`src/rtl/ebpc_enc_arbiter.sv`:
```
// Frame-granular round-robin arbiter sharing one EBPC encoder between N_IN input streams.
// Optional statistics counters are built when EBPC_ENC_ARB_STATS_EN is defined.
module ebpc_enc_arbiter #(
    parameter  int N_IN   = 4,
    parameter  int DATA_W = 8,
    localparam int ID_W   = (N_IN > 1) ? $clog2(N_IN) : 1
) (
    input  logic                   clk_i,
    input  logic                   rst_ni,
    input  logic [N_IN*DATA_W-1:0] in_data_i,
    input  logic [N_IN-1:0]        in_last_i,
    input  logic [N_IN-1:0]        in_vld_i,
    output logic [N_IN-1:0]        in_rdy_o,
    output logic [DATA_W-1:0]      enc_data_o,
    output logic                   enc_last_o,
    output logic                   enc_vld_o,
    input  logic                   enc_rdy_i,
    input  logic                   enc_idle_i,
    input  logic                   znz_last_i,
    input  logic                   znz_vld_i,
    input  logic                   znz_rdy_i,
    input  logic                   bpc_last_i,
    input  logic                   bpc_vld_i,
    input  logic                   bpc_rdy_i,
    output logic [ID_W-1:0]        owner_id_o,
    output logic                   owner_vld_o,
    output logic                   busy_o,
    output logic [1:0]             state_o
`ifdef EBPC_ENC_ARB_STATS_EN
    ,
    output logic [N_IN*16-1:0]     frame_cnt_o,
    output logic [15:0]            stall_cnt_o
`endif
);

    // Handshakes: a beat transfers in a cycle where vld and rdy are both high; the
    // sender keeps data/last stable while vld is high and rdy is low.

    typedef enum logic [1:0] {
        IDLE   = 2'd0,
        STREAM = 2'd1,
        DRAIN  = 2'd2
    } state_e;

    state_e          state_q;
    logic [ID_W-1:0] rr_ptr_q;
    logic [ID_W-1:0] owner_q;
    logic            owner_vld_q;
    logic            znz_done_q;
    logic            bpc_done_q;

    logic [ID_W-1:0]   grant_idx;
    logic              grant_any;
    logic [ID_W-1:0]   hi_idx;
    logic              hi_found;
    logic [ID_W-1:0]   rr_next;
    logic [DATA_W-1:0] sel_data;
    logic              sel_last;
    logic              sel_vld;
    logic              znz_hs;
    logic              bpc_hs;
    logic              drain_exit;

    // First requester at or above rr_ptr wins; otherwise the lowest index wraps around.
    always_comb begin
        grant_any = 1'b0;
        grant_idx = '0;
        hi_found  = 1'b0;
        hi_idx    = '0;
        for (int j = N_IN - 1; j >= 0; j--) begin
            if (in_vld_i[j]) begin
                grant_any = 1'b1;
                grant_idx = ID_W'(j);
                if (ID_W'(j) >= rr_ptr_q) begin
                    hi_found = 1'b1;
                    hi_idx   = ID_W'(j);
                end
            end
        end
        if (hi_found) begin
            grant_idx = hi_idx;
        end
    end

    always_comb begin
        if (owner_q == ID_W'(N_IN - 1)) begin
            rr_next = '0;
        end else begin
            rr_next = owner_q + ID_W'(1);
        end
    end

    always_comb begin
        sel_data = '0;
        sel_last = 1'b0;
        sel_vld  = 1'b0;
        for (int j = 0; j < N_IN; j++) begin
            if (owner_q == ID_W'(j)) begin
                sel_data = in_data_i[j*DATA_W +: DATA_W];
                sel_last = in_last_i[j];
                sel_vld  = in_vld_i[j];
            end
        end
    end

    // Owner path is purely combinational so the encoder sees no extra latency.
    always_comb begin
        enc_data_o = '0;
        enc_last_o = 1'b0;
        enc_vld_o  = 1'b0;
        in_rdy_o   = '0;
        if (state_q == STREAM) begin
            enc_data_o = sel_data;
            enc_last_o = sel_last;
            enc_vld_o  = sel_vld;
            for (int j = 0; j < N_IN; j++) begin
                if (owner_q == ID_W'(j)) begin
                    in_rdy_o[j] = enc_rdy_i;
                end
            end
        end
    end

    assign znz_hs     = znz_vld_i && znz_rdy_i && znz_last_i;
    assign bpc_hs     = bpc_vld_i && bpc_rdy_i && bpc_last_i;
    // A last seen in this very cycle counts towards releasing the encoder.
    assign drain_exit = (state_q == DRAIN) && (znz_done_q || znz_hs)
                        && (bpc_done_q || bpc_hs) && enc_idle_i;

    always_ff @(posedge clk_i or negedge rst_ni) begin
        if (!rst_ni) begin
            state_q     <= IDLE;
            rr_ptr_q    <= '0;
            owner_q     <= '0;
            owner_vld_q <= 1'b0;
            znz_done_q  <= 1'b0;
            bpc_done_q  <= 1'b0;
        end else begin
            case (state_q)
                IDLE: begin
                    if (grant_any) begin
                        owner_q     <= grant_idx;
                        owner_vld_q <= 1'b1;
                        znz_done_q  <= 1'b0;
                        bpc_done_q  <= 1'b0;
                        state_q     <= STREAM;
                    end
                end
                STREAM: begin
                    if (znz_hs) znz_done_q <= 1'b1;
                    if (bpc_hs) bpc_done_q <= 1'b1;
                    if (enc_vld_o && enc_rdy_i && enc_last_o) begin
                        state_q <= DRAIN;
                    end
                end
                DRAIN: begin
                    if (znz_hs) znz_done_q <= 1'b1;
                    if (bpc_hs) bpc_done_q <= 1'b1;
                    if (drain_exit) begin
                        state_q     <= IDLE;
                        owner_vld_q <= 1'b0;
                        rr_ptr_q    <= rr_next;
                    end
                end
                default: begin
                    state_q     <= IDLE;
                    owner_vld_q <= 1'b0;
                end
            endcase
        end
    end

    assign owner_id_o  = owner_q;
    assign owner_vld_o = owner_vld_q;
    assign busy_o      = owner_vld_q;
    assign state_o     = state_q;

`ifdef EBPC_ENC_ARB_STATS_EN
    logic [15:0] frame_cnt_q [N_IN];
    logic [15:0] stall_cnt_q;

    // Frame counters wrap; the stall counter saturates.
    always_ff @(posedge clk_i or negedge rst_ni) begin
        if (!rst_ni) begin
            for (int j = 0; j < N_IN; j++) begin
                frame_cnt_q[j] <= '0;
            end
            stall_cnt_q <= '0;
        end else begin
            for (int j = 0; j < N_IN; j++) begin
                if (drain_exit && owner_q == ID_W'(j)) begin
                    frame_cnt_q[j] <= frame_cnt_q[j] + 16'd1;
                end
            end
            if (state_q == STREAM && enc_vld_o && !enc_rdy_i && stall_cnt_q != 16'hFFFF) begin
                stall_cnt_q <= stall_cnt_q + 16'd1;
            end
        end
    end

    always_comb begin
        frame_cnt_o = '0;
        for (int j = 0; j < N_IN; j++) begin
            frame_cnt_o[j*16 +: 16] = frame_cnt_q[j];
        end
    end

    assign stall_cnt_o = stall_cnt_q;
`endif

endmodule

```
`config.mk`:
```
export PLATFORM = sky130hd
export DESIGN_NAME = ebpc_enc_arbiter
export DESIGN_NICKNAME = d
export VERILOG_FILES = /design/src/rtl/ebpc_enc_arbiter.sv
export SDC_FILE = /design/constraint.sdc
export NUM_CORES = 1
export LEC_CHECK = 0
export CAP_MARGIN = 10
export CORE_MARGIN = 4
export CORE_UTILIZATION = 30
export CTS_CLUSTER_SIZE = 40
export DETAILED_ROUTE_END_ITERATION = 7
export PLACE_DENSITY = 0.78
export SYNTH_ARGS = -nofsm -noshare
export SYNTH_HDL_FRONTEND = slang
export SYNTH_SLANG_ARGS = --single-unit
```
`constraint.sdc`:
```
create_clock -name clk_i -period 4.3 [get_ports clk_i]
set_clock_uncertainty 0.05 [all_clocks]
set_input_delay 1.29 -clock clk_i [delete_from_list [all_inputs] [get_ports clk_i]]
set_output_delay 1.29 -clock clk_i [all_outputs]
set_load 0.005 [all_outputs]
```
==> flow_metrics.env <==
# physical design summary
export IMPL_antenna_cells=0
export IMPL_setup_tns_final_ns=0
export IMPL_hold_viol=0
export IMPL_ir_worst_vdd_mv=0.308
export IMPL_whs_ns=0.481
export IMPL_min_to="busy_o"
export IMPL_crit_cells=5
export IMPL_yosys_area_top_type_share_pct=21.2
export IMPL_pwr_share_seq_pct=15.6
export IMPL_synth_compound_area_share_pct=30.5
export IMPL_top_layer_used="met4"
export IMPL_p_total_mw=0.971
export IMPL_hold_class="reg2reg"
export IMPL_top_logic_kind="AND-OR/OR-AND gates"
export IMPL_layout_top_cell="clkdlybuf4s50_1"
export IMPL_dieArea_mm2=0.00456
export IMPL_switching_power_mw=0.411
export IMPL_hold_depth=1
export IMPL_logic_gate_count=125
export IMPL_warning_count=31
export IMPL_powerDensity_mw_per_mm2=526
export IMPL_coreArea_mm2=0.00339
export IMPL_p_int_mw=0.560
export IMPL_topCellsByArea="dfrtp_1 21%, a21oi_1 10%, nand2_1 9.2%"
export IMPL_powerClk_mw=0.0644
export IMPL_path_buffers=2
export IMPL_comb_share_pct=41.6
export IMPL_h_tree_depth=1
export IMPL_min_delay_start="busy_o"
export IMPL_path_clk_slew_ns=0.06
export IMPL_p_comb_share_pct=77.8
export IMPL_drc=0
export IMPL_dr_first_iter_drc_count=65
export IMPL_postSynthSeqShare_pct=21.2
export IMPL_avgSynthCellArea_um2=7.03
export IMPL_syn_inst=151
export IMPL_cts_sinks=9
export IMPL_xor_area_share_pct=0
export IMPL_drive_gt1_share_pct=6.33
export IMPL_met3_usage_pct=3.33
export IMPL_buffers=75
export IMPL_routedWlPerCell_um=12.9
export IMPL_final_util_pct=54.4
export IMPL_die_width_um=67.5
export IMPL_maxCapViolations=0
export IMPL_nWellTaps=46
export IMPL_reg2regPathDepth=7
export IMPL_slowest_delay_ns=0.50
export IMPL_reg2reg_slack_ns=1.65
export IMPL_crit_chain="clkdlybuf4s50_1, a21oi_2, a2111o_1, nand2_1, clkdlybuf4s50_1"
export IMPL_critPathTopFamily="buffers and inverters"
export IMPL_final_net_count=279
export IMPL_power_frac_clock_pct=6.6
export IMPL_timing_critical_path_mode_cell="clkdlybuf4s50_1"
export IMPL_pre_cts_ws_ns=-0.0393
export IMPL_period_used_pct=98.1
export IMPL_p_leak_nw=0.746
export IMPL_syn_area_mm2=0.00106
export IMPL_synth_nets=208
export IMPL_cp_endpoint="enc_last_o"
export IMPL_startpoint="in_last_i[1]"
export IMPL_top_cell="nand2_1"
export IMPL_tightestPinTransition_ns=0.768
export IMPL_fp_util_pct=31.3
export IMPL_ys_sh_simple_pct=30.0
export IMPL_tritoncts="built"
export IMPL_rsz0062_at_grt="false"
export IMPL_cts_resized=1
export IMPL_ys_area_mm2=0.00106
export IMPL_crit_required_ns=2.96
export IMPL_clockBufferDepth=2
export IMPL_p_comb_mw=0.755
export IMPL_r2r_end="state_o[0]"
export IMPL_grt_pass1_wl_mm=5.28
export IMPL_worst_slack_ns=0.0811
export IMPL_lay_top_cells="68 x clkdlybuf4s50_1, 26 x nand2_1, 22 x a21oi_1, 15 x o21ai_0"
export IMPL_cts_buffers=3
export IMPL_overflow=0
export IMPL_finalCriticalPeriod_ns=4.22
export IMPL_cp_slowest_cell="clkdlybuf4s50_1"
export IMPL_dpl_instance_area_mm2=0.00181
export IMPL_yosys_warnings=0
export IMPL_final_antenna_net_count=0
export IMPL_path_max_fanout=2
export IMPL_met1_usage_pct=18.7
export IMPL_outcome="complete, no violations"
export IMPL_grt_use_total_pct=14.9
export IMPL_grt_pass1_vias=1176
export IMPL_dominant_cells="combinational gates"
export IMPL_worstSetupEndpointType="output pin"
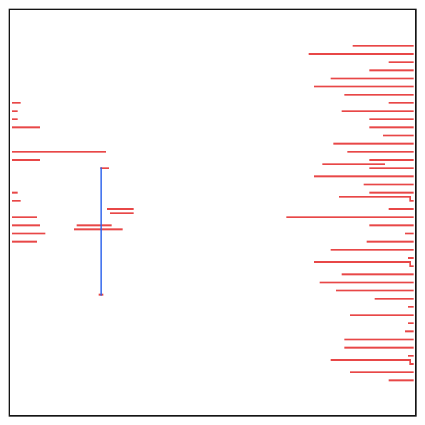
layers.png
Scale: 6 px per µm. Two of the layers only.
M4: drawn in blue, wire length 21.1 µm. M3: drawn in red, wire length 456 µm.

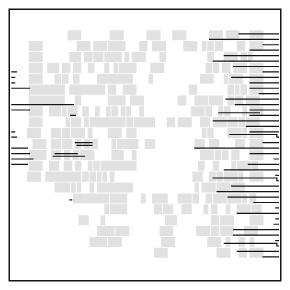
m3.png
Scale: 4 px per µm.
60 nets have wire on it. The layer holds 13% of the routed length. The layer carries 456 µm of wire.

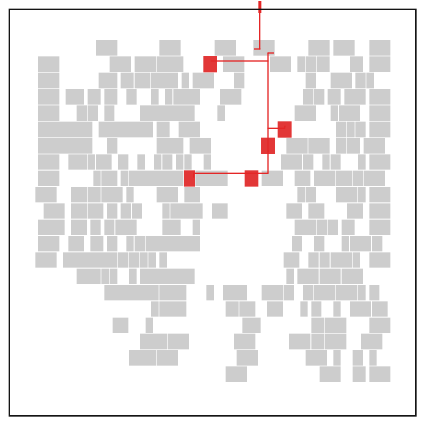
port_trees.png
Scale: 6 px per µm.
enc_rdy_i: drawn in red, bits 1, direction input, end cells 5, wire 54.0 µm.

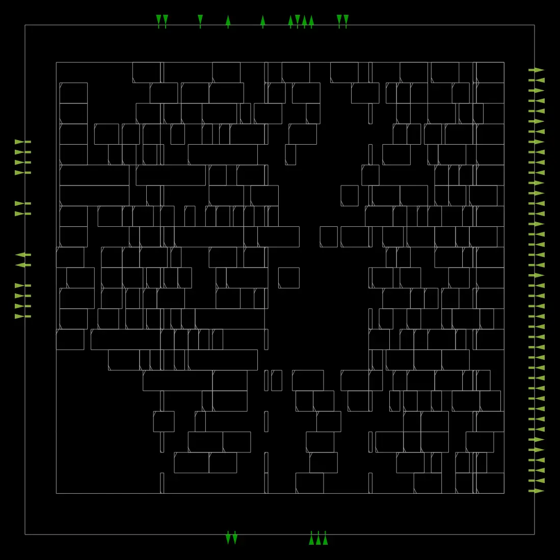
placed.png
row cnt: 21
Seq/total area: 12.2%
Fill cells: 331
Seq Cell Count: 9
final cell count without fillers: 267

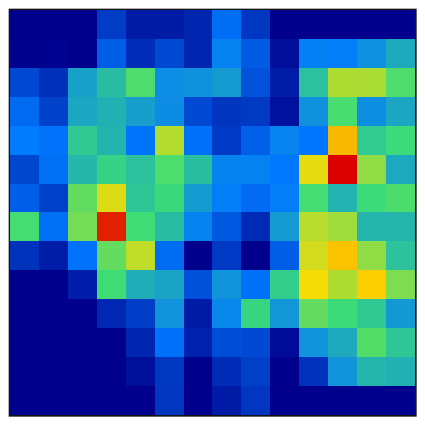
route_heat.png
Scale: 6 px per µm. The die is cut into 14 by 14 equal tiles; dark blue is low, red is high, scaled to the fullest tile. Values are wire area over tile area, all layers added.
17% of the tiles are over half the peak. 20% of the tiles are nearly empty. The emptiest ninth of the die: bottom left. The densest ninth of the die: right middle. The mean over all tiles is 0.13. The fullest tile reaches 0.49.

